### src/rtl/add_sub_accum_if.sv
// Result bus between the adder/subtractor stage, the frame accumulator and its consumer.
// The master side drives the samples and controls, and the slave side is the accumulator.
interface add_sub_accum_if #(
  parameter int WIDTH = 8,
  parameter int ACC_W = 12,
  parameter int LEN_W = 4
);
  logic             start;
  logic [LEN_W-1:0] frame_len;
  logic             in_valid;
  logic [WIDTH:0]   add_in;
  logic [WIDTH:0]   sub_in;
  logic [ACC_W-1:0] acc_add;
  logic [ACC_W-1:0] acc_sub;
  logic             ovf_add;
  logic             ovf_sub;
  logic             dropped;
  logic             busy;
  logic             out_valid;
  logic             out_ready;

  modport master (
    output start, frame_len, in_valid, add_in, sub_in, out_ready,
    input  acc_add, acc_sub, ovf_add, ovf_sub, dropped, busy, out_valid
  );

  modport slave (
    input  start, frame_len, in_valid, add_in, sub_in, out_ready,
    output acc_add, acc_sub, ovf_add, ovf_sub, dropped, busy, out_valid
  );
endinterface

### src/rtl/add_sub_accum.sv
// Frame accumulator for unsigned sums and signed differences, with saturating totals.
// Each finished frame is held on a valid/ready output until the consumer takes it.
module add_sub_accum #(
  parameter int WIDTH = 8,
  parameter int ACC_W = 12,
  parameter int LEN_W = 4
) (
  input  logic clk,
  input  logic rst,
  add_sub_accum_if.slave bus
);

  typedef enum logic [1:0] {S_IDLE, S_ACCUM, S_HOLD} state_t;

  state_t           state_q;
  logic [LEN_W-1:0] len_q;
  logic [LEN_W-1:0] cnt_q;
  logic [ACC_W-1:0] acc_add_q;
  logic [ACC_W-1:0] acc_sub_q;
  logic             ovf_add_q;
  logic             ovf_sub_q;
  logic             dropped_q;
  logic             busy_q;
  logic             out_valid_q;

  logic [ACC_W:0]   add_sum;
  logic [ACC_W:0]   sub_sum;
  logic             add_clip;
  logic             sub_clip;
  logic [ACC_W-1:0] acc_add_d;
  logic [ACC_W-1:0] acc_sub_d;

  // One guard bit is enough because a single sample is narrower than the accumulator.
  always_comb begin
    add_sum  = {1'b0, acc_add_q} + {{(ACC_W-WIDTH){1'b0}}, bus.add_in};
    sub_sum  = {acc_sub_q[ACC_W-1], acc_sub_q} + {{(ACC_W-WIDTH){bus.sub_in[WIDTH]}}, bus.sub_in};
    add_clip = add_sum[ACC_W];
    sub_clip = sub_sum[ACC_W] ^ sub_sum[ACC_W-1];
    acc_add_d = add_clip ? {ACC_W{1'b1}} : add_sum[ACC_W-1:0];
    if (!sub_clip) begin
      acc_sub_d = sub_sum[ACC_W-1:0];
    end else if (sub_sum[ACC_W]) begin
      acc_sub_d = {1'b1, {(ACC_W-1){1'b0}}};
    end else begin
      acc_sub_d = {1'b0, {(ACC_W-1){1'b1}}};
    end
  end

  always_ff @(posedge clk) begin
    if (rst) begin
      state_q     <= S_IDLE;
      len_q       <= '0;
      cnt_q       <= '0;
      acc_add_q   <= '0;
      acc_sub_q   <= '0;
      ovf_add_q   <= 1'b0;
      ovf_sub_q   <= 1'b0;
      dropped_q   <= 1'b0;
      busy_q      <= 1'b0;
      out_valid_q <= 1'b0;
    end else begin
      case (state_q)
        S_IDLE: begin
          if (bus.start) begin
            state_q   <= S_ACCUM;
            len_q     <= bus.frame_len;
            cnt_q     <= '0;
            acc_add_q <= '0;
            acc_sub_q <= '0;
            ovf_add_q <= 1'b0;
            ovf_sub_q <= 1'b0;
            // A sample coinciding with the start edge is not part of the frame.
            dropped_q <= bus.in_valid;
            busy_q    <= 1'b1;
          end else if (bus.in_valid) begin
            dropped_q <= 1'b1;
          end
        end
        S_ACCUM: begin
          if (bus.in_valid) begin
            acc_add_q <= acc_add_d;
            acc_sub_q <= acc_sub_d;
            ovf_add_q <= ovf_add_q | add_clip;
            ovf_sub_q <= ovf_sub_q | sub_clip;
            cnt_q     <= cnt_q + 1'b1;
            if (cnt_q == len_q) begin
              state_q     <= S_HOLD;
              busy_q      <= 1'b0;
              out_valid_q <= 1'b1;
            end
          end
        end
        S_HOLD: begin
          if (bus.in_valid) begin
            dropped_q <= 1'b1;
          end
          if (bus.out_ready) begin
            state_q     <= S_IDLE;
            out_valid_q <= 1'b0;
          end
        end
        default: begin
          state_q     <= S_IDLE;
          busy_q      <= 1'b0;
          out_valid_q <= 1'b0;
        end
      endcase
    end
  end

  assign bus.acc_add   = acc_add_q;
  assign bus.acc_sub   = acc_sub_q;
  assign bus.ovf_add   = ovf_add_q;
  assign bus.ovf_sub   = ovf_sub_q;
  assign bus.dropped   = dropped_q;
  assign bus.busy      = busy_q;
  assign bus.out_valid = out_valid_q;

endmodule
### src/flat_wrapper.sv
// flat-port wrapper written by rule: the top's interface ports become plain ports
module add_sub_accum_flat 
#(
  parameter int WIDTH = 8,
  parameter int ACC_W = 12,
  parameter int LEN_W = 4
)
  (clk, rst, bus_start, bus_frame_len, bus_in_valid, bus_add_in, bus_sub_in, bus_out_ready, bus_acc_add, bus_acc_sub, bus_ovf_add, bus_ovf_sub, bus_dropped, bus_busy, bus_out_valid);
  add_sub_accum_if #(.WIDTH(WIDTH), .ACC_W(ACC_W), .LEN_W(LEN_W)) bus_i ();
  input  logic clk;
  input  logic rst;
  input wire logic [$bits(bus_i.start)-1:0] bus_start;
  input wire logic [$bits(bus_i.frame_len)-1:0] bus_frame_len;
  input wire logic [$bits(bus_i.in_valid)-1:0] bus_in_valid;
  input wire logic [$bits(bus_i.add_in)-1:0] bus_add_in;
  input wire logic [$bits(bus_i.sub_in)-1:0] bus_sub_in;
  input wire logic [$bits(bus_i.out_ready)-1:0] bus_out_ready;
  output wire logic [$bits(bus_i.acc_add)-1:0] bus_acc_add;
  output wire logic [$bits(bus_i.acc_sub)-1:0] bus_acc_sub;
  output wire logic [$bits(bus_i.ovf_add)-1:0] bus_ovf_add;
  output wire logic [$bits(bus_i.ovf_sub)-1:0] bus_ovf_sub;
  output wire logic [$bits(bus_i.dropped)-1:0] bus_dropped;
  output wire logic [$bits(bus_i.busy)-1:0] bus_busy;
  output wire logic [$bits(bus_i.out_valid)-1:0] bus_out_valid;
  assign bus_i.start = bus_start;
  assign bus_i.frame_len = bus_frame_len;
  assign bus_i.in_valid = bus_in_valid;
  assign bus_i.add_in = bus_add_in;
  assign bus_i.sub_in = bus_sub_in;
  assign bus_i.out_ready = bus_out_ready;
  assign bus_acc_add = bus_i.acc_add;
  assign bus_acc_sub = bus_i.acc_sub;
  assign bus_ovf_add = bus_i.ovf_add;
  assign bus_ovf_sub = bus_i.ovf_sub;
  assign bus_dropped = bus_i.dropped;
  assign bus_busy = bus_i.busy;
  assign bus_out_valid = bus_i.out_valid;
  add_sub_accum #(.WIDTH(WIDTH), .ACC_W(ACC_W), .LEN_W(LEN_W)) u_core (.clk(clk), .rst(rst), .bus(bus_i));
endmodule
### config.mk
export PLATFORM = sky130hd
export DESIGN_NAME = add_sub_accum_flat
export DESIGN_NICKNAME = d
export VERILOG_FILES = /design/src/rtl/add_sub_accum_if.sv /design/src/rtl/add_sub_accum.sv /design/src/flat_wrapper.sv
export SDC_FILE = /design/constraint.sdc
export NUM_CORES = 1
export LEC_CHECK = 0
export ABC_AREA = 1
export CAP_MARGIN = 40
export CORE_MARGIN = 2
export CORE_UTILIZATION = 55
export DETAILED_ROUTE_END_ITERATION = 8
export PLACE_DENSITY = 0.85
export SYNTH_ARGS = -nofsm -noshare
export SYNTH_HDL_FRONTEND = slang
export SYNTH_SLANG_ARGS = --single-unit
export TNS_END_PERCENT = 30
### constraint.sdc
create_clock -name clk -period 3.7 [get_ports clk]
set_clock_uncertainty 0.2 [all_clocks]
set_input_delay 0.74 -clock clk [delete_from_list [all_inputs] [get_ports clk]]
set_output_delay 0.74 -clock clk [all_outputs]
set_load 0.005 [all_outputs]
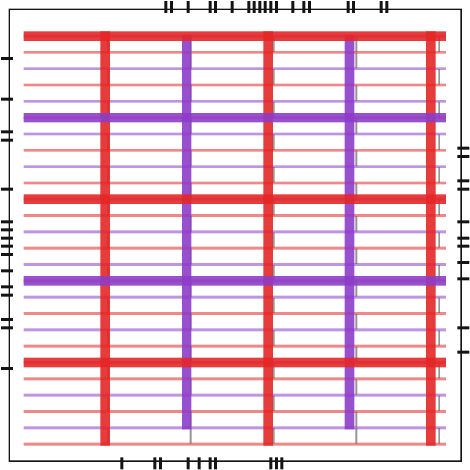
(images/power_grid.png)
Drawn at 6 px/um. Pins as bars on the die edge. Tap cells in grey.
legend:
  VDD:
    colour: purple
  VSS:
    colour: red
rows: 25
signal pins: 56
met4 straps: 5
peak supply drop: 0.299 mV
Die X: 75.1 um
core area: 0.00479 mm2
Die Ht: 75.1 um

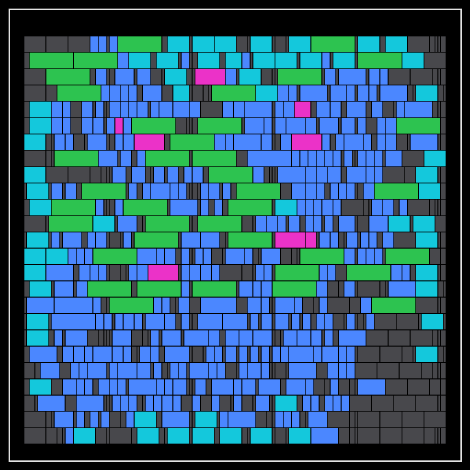
(images/placement_by_type.png)
Drawn at 6 px/um. Fill, decap, tap and diode cells in grey.
legend:
  combinational and other logic:
    colour: blue
    cells: 349
    share_of_their_area: 58%
  remaining buffers and delay cells:
    colour: cyan
    cells: 57
    share_of_their_area: 17%
  clock drivers and dummy loads:
    colour: magenta
    cells: 8
    share_of_their_area: 2.5%
  sequential cells:
    colour: green
    cells: 39
    share_of_their_area: 23%
Seq area share: 22.5%
cell row count: 25
Final Cell Area: 0.00347 mm2
final core occ: 72.5%

==> results.sh <==
# flow metrics
export IMPL_cp_start_kind="primary input"
export IMPL_ys_cells=396
export IMPL_ys_sh_simple_pct=31.8
export IMPL_tightest_slew_ns=0.439
export IMPL_flops=39
export IMPL_slew_headroom_pct=70.7
export IMPL_synth_top_cell_by_count="nand2_1"
export IMPL_ios=56
export IMPL_worstHoldStart="u_core.bus.out_valid"
export IMPL_met1_length_mm=2.90
export IMPL_internal_power_mw=0.859
export IMPL_routedWlPerCell_um=12.1
export IMPL_log_warning_count=26
export IMPL_dieArea_mm2=0.00563
export IMPL_critPathLaunch="bus_sub_in[0]"
export IMPL_postCtsSetupBuffers=0
export IMPL_cts_tree="yes"
export IMPL_run_status="completed"
export IMPL_synth_area_mux_share_pct=0
export IMPL_hpwl_mm=4.80
export IMPL_path_buffers=1
export IMPL_power_mw=1.39
export IMPL_crit_path_max_fanout=11
export IMPL_antennaDiodeCount=0
export IMPL_sh_comb_area_pct=52.1
export IMPL_cts_sinks=39
export IMPL_clockPowerShare_pct=20.3
export IMPL_worstHoldPathCells=2
export IMPL_grt_first_pass_wirelength_mm=10.5
export IMPL_nMultiInputCombCells=310
export IMPL_crit_type="primary input to register"
export IMPL_yosys_top_cells_count="nand2_1 (116), dfxtp_1 (39), inv_1 (34)"
export IMPL_syn_mean_instance_area_um2=7.01
export IMPL_initCoreUtil_pct=58.0
export IMPL_cts_path_max_buffers=2
export IMPL_fp_nets=447
export IMPL_antenna_found_initial=0
export IMPL_cp_endpoint="u_core.bus.acc_sub[3]"
export IMPL_ys_flop_type="dfxtp_1"
export IMPL_grt_busiest_layer="met2"
export IMPL_adder_share_pct=11.4
export IMPL_num_tap_cells=67
export IMPL_path_cells="clkdlybuf4s50_1 -> ha_1 -> fa_1 -> nand3_2 -> nand3_4 -> nand3_1 -> nand3_1 -> nand2_1 -> nand2_4 -> a21oi_4 -> nand2_1 -> a21oi_2"
export IMPL_worst_ep_arrival_time_ns=2.98
export IMPL_synthCells=396
export IMPL_top_cell_area_share_pct=28.1
